Run 1, where the registers sit:
Other sequential cells in the stronger gray, the rest of the logic in the fainter gray.
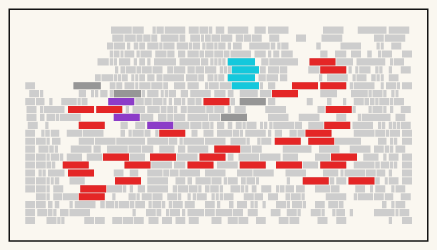
Run 1, cell density map:
14 x 8 tiles, from white (low) to dark blue (high), 0 to 100% covered.
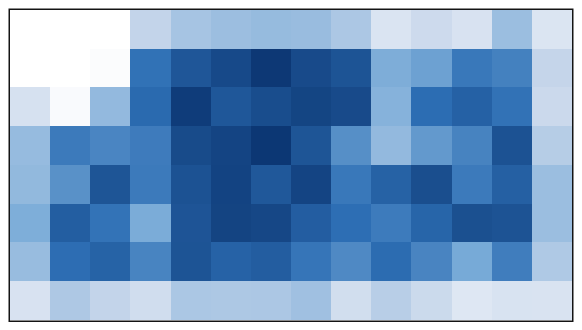
Run 1, metal 1:
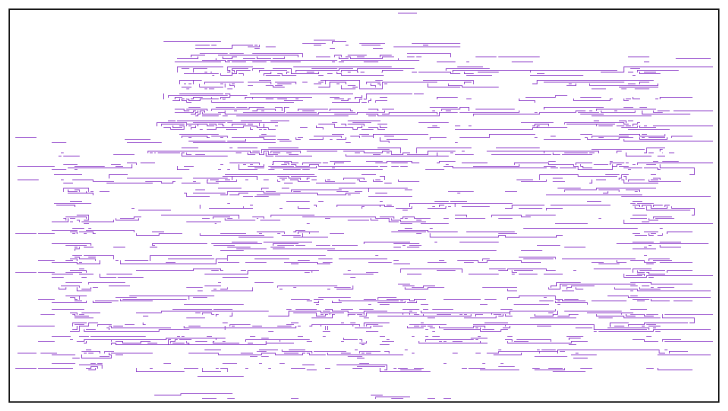
Design nx_stream_arbiter_flat, sky130hd; sources not shown.
==> results.sh, run 1 <==
# physical design summary
export IMPL_status="finished, violations left"
export IMPL_violations="setup timing"
export IMPL_place_gp_congestion=0.8919
export IMPL_grt_pass1_vias=3889
export IMPL_critPathArrivalTime_ns=2.17
export IMPL_ys_flops=43
export IMPL_crit_type="flip-flop to flip-flop"
export IMPL_p_leak_nw=2.912
export IMPL_wl_met2_um=6323
export IMPL_busiest_layer="met2"
export IMPL_crit_chain="inv_4 -> nand2_4 -> nand3_4 -> nand2_8 -> buf_6 -> nand2_4 -> nand3_2 -> nand2_4 -> nand4_4 -> nand2_4 -> nand2_4 -> nand4_1 -> nand2_1"
export IMPL_path_max_fanout=6
export IMPL_clock_path_buffers=2
export IMPL_setup_viol=40
export IMPL_die_x_um=143
export IMPL_hold_viol=0
export IMPL_htree_levels=2
export IMPL_yosys_stat_cells=416
export IMPL_antenna_found_initial=0
export IMPL_top_cell_area_share_pct=34.62
export IMPL_start_kind="flip-flop"
export IMPL_path_clk_slew_ns=0.12
export IMPL_antenna_cells=0
export IMPL_fillers=635
export IMPL_grt_pass1_wl_um=19350
export IMPL_vias_per_cell=5.137
export IMPL_tightest_slew_ns=0.5348
export IMPL_fp_nets=553
export IMPL_io_pins=176
export IMPL_dr_pass1_iters=5
export IMPL_grt_use_total_pct=21.21
export IMPL_cts_sinks=43
export IMPL_die_y_um=79
export IMPL_setup_ws_ns=-0.2603
export IMPL_warnings=29
export IMPL_netlist_area_mm2=0.003108
export IMPL_relSlewSlack_pct=64.35
export IMPL_die_area_mm2=0.01130
export IMPL_layout_top_cells="129 x clkdlybuf4s50_1, 116 x nor2_1, 51 x buf_12, 37 x dfrtp_1, 33 x buf_4"
-- 'where the registers sit' (at the start) --
signal	color	flops
u_core.nx.grant_o	cyan	4
u_core.nx.ob_nx_data_o	red	32
u_core.r_burst_cnt	purple	3
not colored	4
Seq. pwr: 2.03 mW
Final Util: 72.32%

-- 'cell density map' (at the start) --
nearly empty tiles	4.5%
densest ninth of the die	middle
tiles over 75% full	37%
mean over tiles	56%
fullest tile	97%
Core ar.: 0.009040 mm2
Initial Util: 34.38%

-- 'metal 1' (at the start) --
main direction	horizontal
share of all routed wire	42%
wire length on this layer	5600 um
M1 GR Usage: 26.83%
DR vias: 3873
overall routed net length: 13280 um

## run 1: area by class of cell
class / instances / area share (%)
clock buffer: 7 / 0.8038
timing repair buffer: 235 / 43.39
sequential: 43 / 16.57
multi-input combinational: 323 / 35.20
clock inverter: 1 / 0.07656
inverter: 24 / 1.646
tap: 121 / 2.316
## run 1: kinds of logic (layout without fill, tap and decap cells)
family	count (synthesis)	in the layout	synth area share, %
AND-OR/OR-AND	67	67	14.73
adder cells (fa/ha/maj)	2	2	0.8050
buffers and inverters	50	267	7.568
flip-flops	43	43	34.62
multiplexers	25	25	9.018
AND/OR/NAND/NOR	229	229	33.25
## run 1: stage by stage
stage	area, um2	setup slack [ns]	utilization [%]	cells
final	6538	-0.2603	72.32	754
after global routing	6538	-0.3356	72.32	754
after CTS	6290	-0.2237	69.58	750
after detailed placement	5759	-0.5874	63.71	722
after global placement	5759	-0.4469	63.71	722
after floorplan	3311	-0.1392	-	416
## run 1: critical path: cells and delay by family (launching register included)
kind                   cells  cell delay, ns
and+or+nand+nor           11            1.13
buffers and inverters      2            0.23
DFF                        1            0.45
## run 1: synthesized netlist by cell type, drive strengths merged
master / n
a21oi: 2
buf: 20
clkbuf: 6
dfrtp: 43
ha: 2
inv: 24
mux2: 24
mux2i: 1
nand2: 74
nand3: 13
nand4: 5
nor2: 127
nor3: 8
o21ai: 31
o22ai: 2
o32ai: 24
o41ai: 8
or2: 2
## run 1: power breakdown
group | switching (mW) | internal [mW]
registers | 0.552 | 1.48
logic | 6.30 | 5.69
clock network | 0.306 | 0.183
total | 7.16 | 7.35
## run 1: repair_timing
action | CTS | global route
hold endpoints to repair | 22 | 0
pin swaps | 31 | 27
buffers inserted | 17 | 6
setup endpoints to repair | 47 | 49
hold buffers | 1 | 0
resized | 68 | 48
cloned | 3 | 1
Run 1, cell outlines without signal wires:
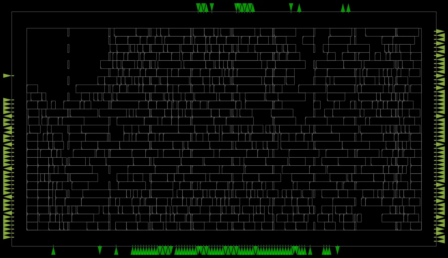

==> run 1 -> run 2 <==
--- a/config.mk
+++ b/config.mk
@@ -14,5 +14,5 @@
 export DIE_AREA = 0 0 143 79
 export PLACE_DENSITY_LB_ADDON = 0.2
-export SLEW_MARGIN = 40
+export REMOVE_ABC_BUFFERS = 1
 export SYNTH_ARGS = -nofsm -noshare
 export SYNTH_HDL_FRONTEND = slang
--- a/constraint.sdc
+++ b/constraint.sdc
@@ -3,3 +3,3 @@
 set_input_delay 0.45 -clock clk_i [delete_from_list [all_inputs] [get_ports clk_i]]
 set_output_delay 0.45 -clock clk_i [all_outputs]
-set_load 0.05 [all_outputs]
+set_load 0.02 [all_outputs]
Run 2, cell outlines without signal wires:
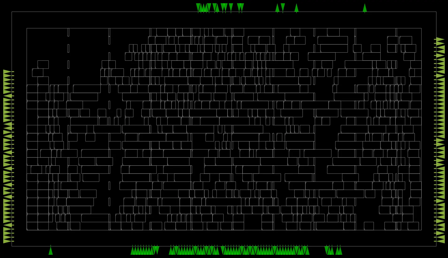
sequential cell area share: 18.53%
Tap Cells: 121
standard-cell rows: 25

Run 2, cell density map:
14 x 8 tiles, from white (low) to dark blue (high), 0 to 100% covered.
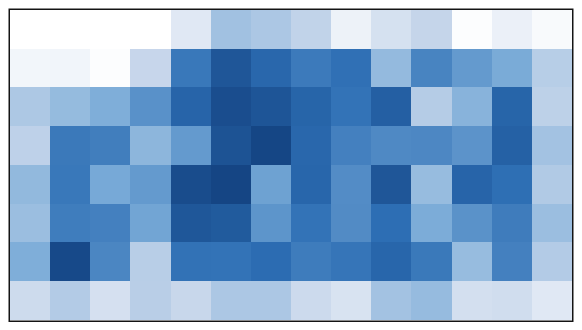
densest ninth of the die	middle
tiles over 75% full	21%
emptiest ninth of the die	top left
Final Util: 64.39%

Run 2, signal wires on met2:
Cells faint in the background.
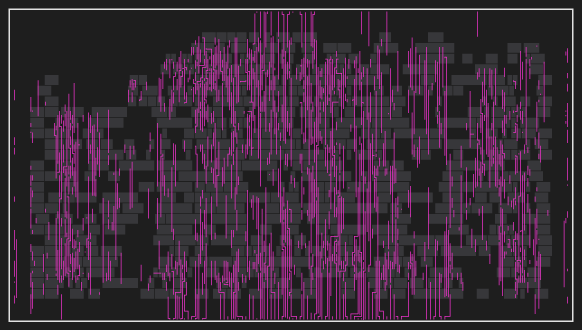
nets with wire on the layer	655
share of all routed wire	47%
longest straight run	37.7 um
wire length on this layer	5680 um
DR vias: 3767
met2 Track Usage GR: 33.05%
overall routed net length: 12170 um

==> run 2 against run 1 <==
The run still ends with setup timing left. Highest routed layer unchanged. Critical path type unchanged. Total power fell by 25%. Clock power fell by 6.1%. Via count fell by 2.7%. Combinational power fell by 28%. Fmax rose by 0.86%. First-iteration DRC count rose by 8.6%. Flip-flop count did not move. Final cell count fell by 0.66%.
==> results.sh, run 2 <==
# physical design summary
export IMPL_antenna_cells=0
export IMPL_critPathArrivalTime_ns=2.13
export IMPL_io_pins=176
export IMPL_status="finished, violations left"
export IMPL_path_max_fanout=6
export IMPL_vias_per_cell=5.029
export IMPL_p_sw_share_pct=47.90
export IMPL_fillers=756
export IMPL_warnings=27
export IMPL_crit_type="flip-flop to flip-flop"
export IMPL_synth_most_common_cell="nor2_1"
export IMPL_rsz0062_at_grt="true"
export IMPL_dr_pass1_iters=4
export IMPL_internal_power_mw=5.673
export IMPL_cts_sinks=43
export IMPL_coreArea_mm2=0.009040
export IMPL_switchingPower_mw=5.215
export IMPL_cp_num_buf_inv=3
export IMPL_async_flop_share_pct=100.0
export IMPL_path_clk_slew_ns=0.12
export IMPL_synth_edff_count=0
export IMPL_crit_chain="buf_4 -> nand3_4 -> nand2_4 -> buf_6 -> nand2_4 -> nand3_2 -> nand2_2 -> inv_1 -> nand2_2 -> nand2_2 -> nor2_2 -> nand2_2 -> nand2_4 -> nor2_2 -> nand2_1 -> nand2_1"
export IMPL_cp_depth=16
export IMPL_hpwl_um=8663
export IMPL_clock_path_buffers=2
export IMPL_clkPwrFrac_pct=4.2
export IMPL_tightest_slew_ns=0.3749
export IMPL_ys_flops=43
export IMPL_relSlewSlack_pct=74.82
export IMPL_routedWlPerCell_um=16.25
export IMPL_layout_cells_non_filler=749
export IMPL_grt_use_total_pct=19.52
export IMPL_dp_cells=715
export IMPL_ys_flop_type="dfrtp_1"
export IMPL_violations="setup timing"
export IMPL_setup_viol=44
export IMPL_clk_latency_ns=0.34
export IMPL_die_x_um=143
export IMPL_fin_tns_setup_ns=-4.676
export IMPL_ys_types=30
export IMPL_p_leak_nw=2.680
export IMPL_grt_pass1_vias=3683
export IMPL_setup_ws_ns=-0.2428
export IMPL_top_cell_area_share_pct=34.62
export IMPL_slowest_delay_ns=0.44
export IMPL_drtAntennaViolNets=0
export IMPL_pwr_share_seq_pct=16.1
export IMPL_pre_cts_slack_ns=-0.6855
export IMPL_netlist_area_mm2=0.003108
export IMPL_yosys_stat_cells=416
export IMPL_layout_top_cells="132 x clkdlybuf4s50_1, 121 x nor2_1, 41 x dfrtp_1, 40 x buf_4, 36 x nand2_1"
export IMPL_antenna_found_initial=0
export IMPL_htree_levels=2
export IMPL_ir_drop_uv=863.0
export IMPL_start_kind="flip-flop"
export IMPL_critPathTopFamily="simple AND/OR/NAND/NOR gates"
export IMPL_combPwrFrac_pct=79.7
export IMPL_die_y_um=79
export IMPL_die_area_mm2=0.01130
export IMPL_fp_utilization_pct=34.38
export IMPL_hold_viol=0
run 2: repair_timing:
action / CTS / global route
endpoints found under the setup margin: 77 / 50
hold endpoints to repair: 43 / 0
gates resized: 104 / 72
hold buffers: 1 / 0
pin swaps: 14 / 22
gates cloned: 2 / 3
buffers inserted: 12 / 8
run 2: layout make-up:
class                   count  area, um2  share of cell area [%]
inverters                  24      100.1                   1.720
clock buffers               6      45.04                  0.7739
flip-flops and latches     43       1079                   18.53
repair buffers            230       2273                   39.06
clock inverters             2      7.507                  0.1290
multi-input cells         323       2165                   37.19
well taps                 121      151.4                   2.601
run 2: power by group through the flow:
stage | Clock [mW] | Sequential [mW] | Combinational [mW]
after floorplan | 0 | 2.29 | 3.60
after global placement | 0 | 1.75 | 6.67
after detailed placement | 0 | 1.77 | 6.84
after CTS | 0.486 | 1.72 | 7.33
after global routing | 0.517 | 1.81 | 9.35
final | 0.459 | 1.75 | 8.68
run 2: logic make-up (layout without fill, tap and decap cells):
family          Yosys count  count (layout)  synth area share, %
mux                      25              25                9.018
buf+inv                  50             262                7.568
fa+ha+maj                 2               2               0.8050
simple gates            229             229                33.25
flops                    43              43                34.62
compound gates           67              67                14.73
run 2: per-stage QoR:
step	instance area [um2]	hold WS (ns)	util, %
2_1_floorplan	2968	0.004409	-
3_3_place_gp	5151	0.2983	56.98
3_5_place_dp	5151	0.2951	56.98
4_1_cts	5399	0.3426	59.72
5_1_grt	5821	0.3510	64.39
6_report	5821	0.3381	64.39
run 2: per-layer routing:
metal / global-route usage [%] / share of wire [%] / up-vias
li1: - / - / 1828
met1: 25.13 / 43 / 1773
met2: 33.05 / 47 / 148
met3: 5.174 / 8.5 / 18
met4: 4.269 / 1.5 / 0
met5: 0 / 0 / -
Power is estimated from default activity; no workload was simulated.
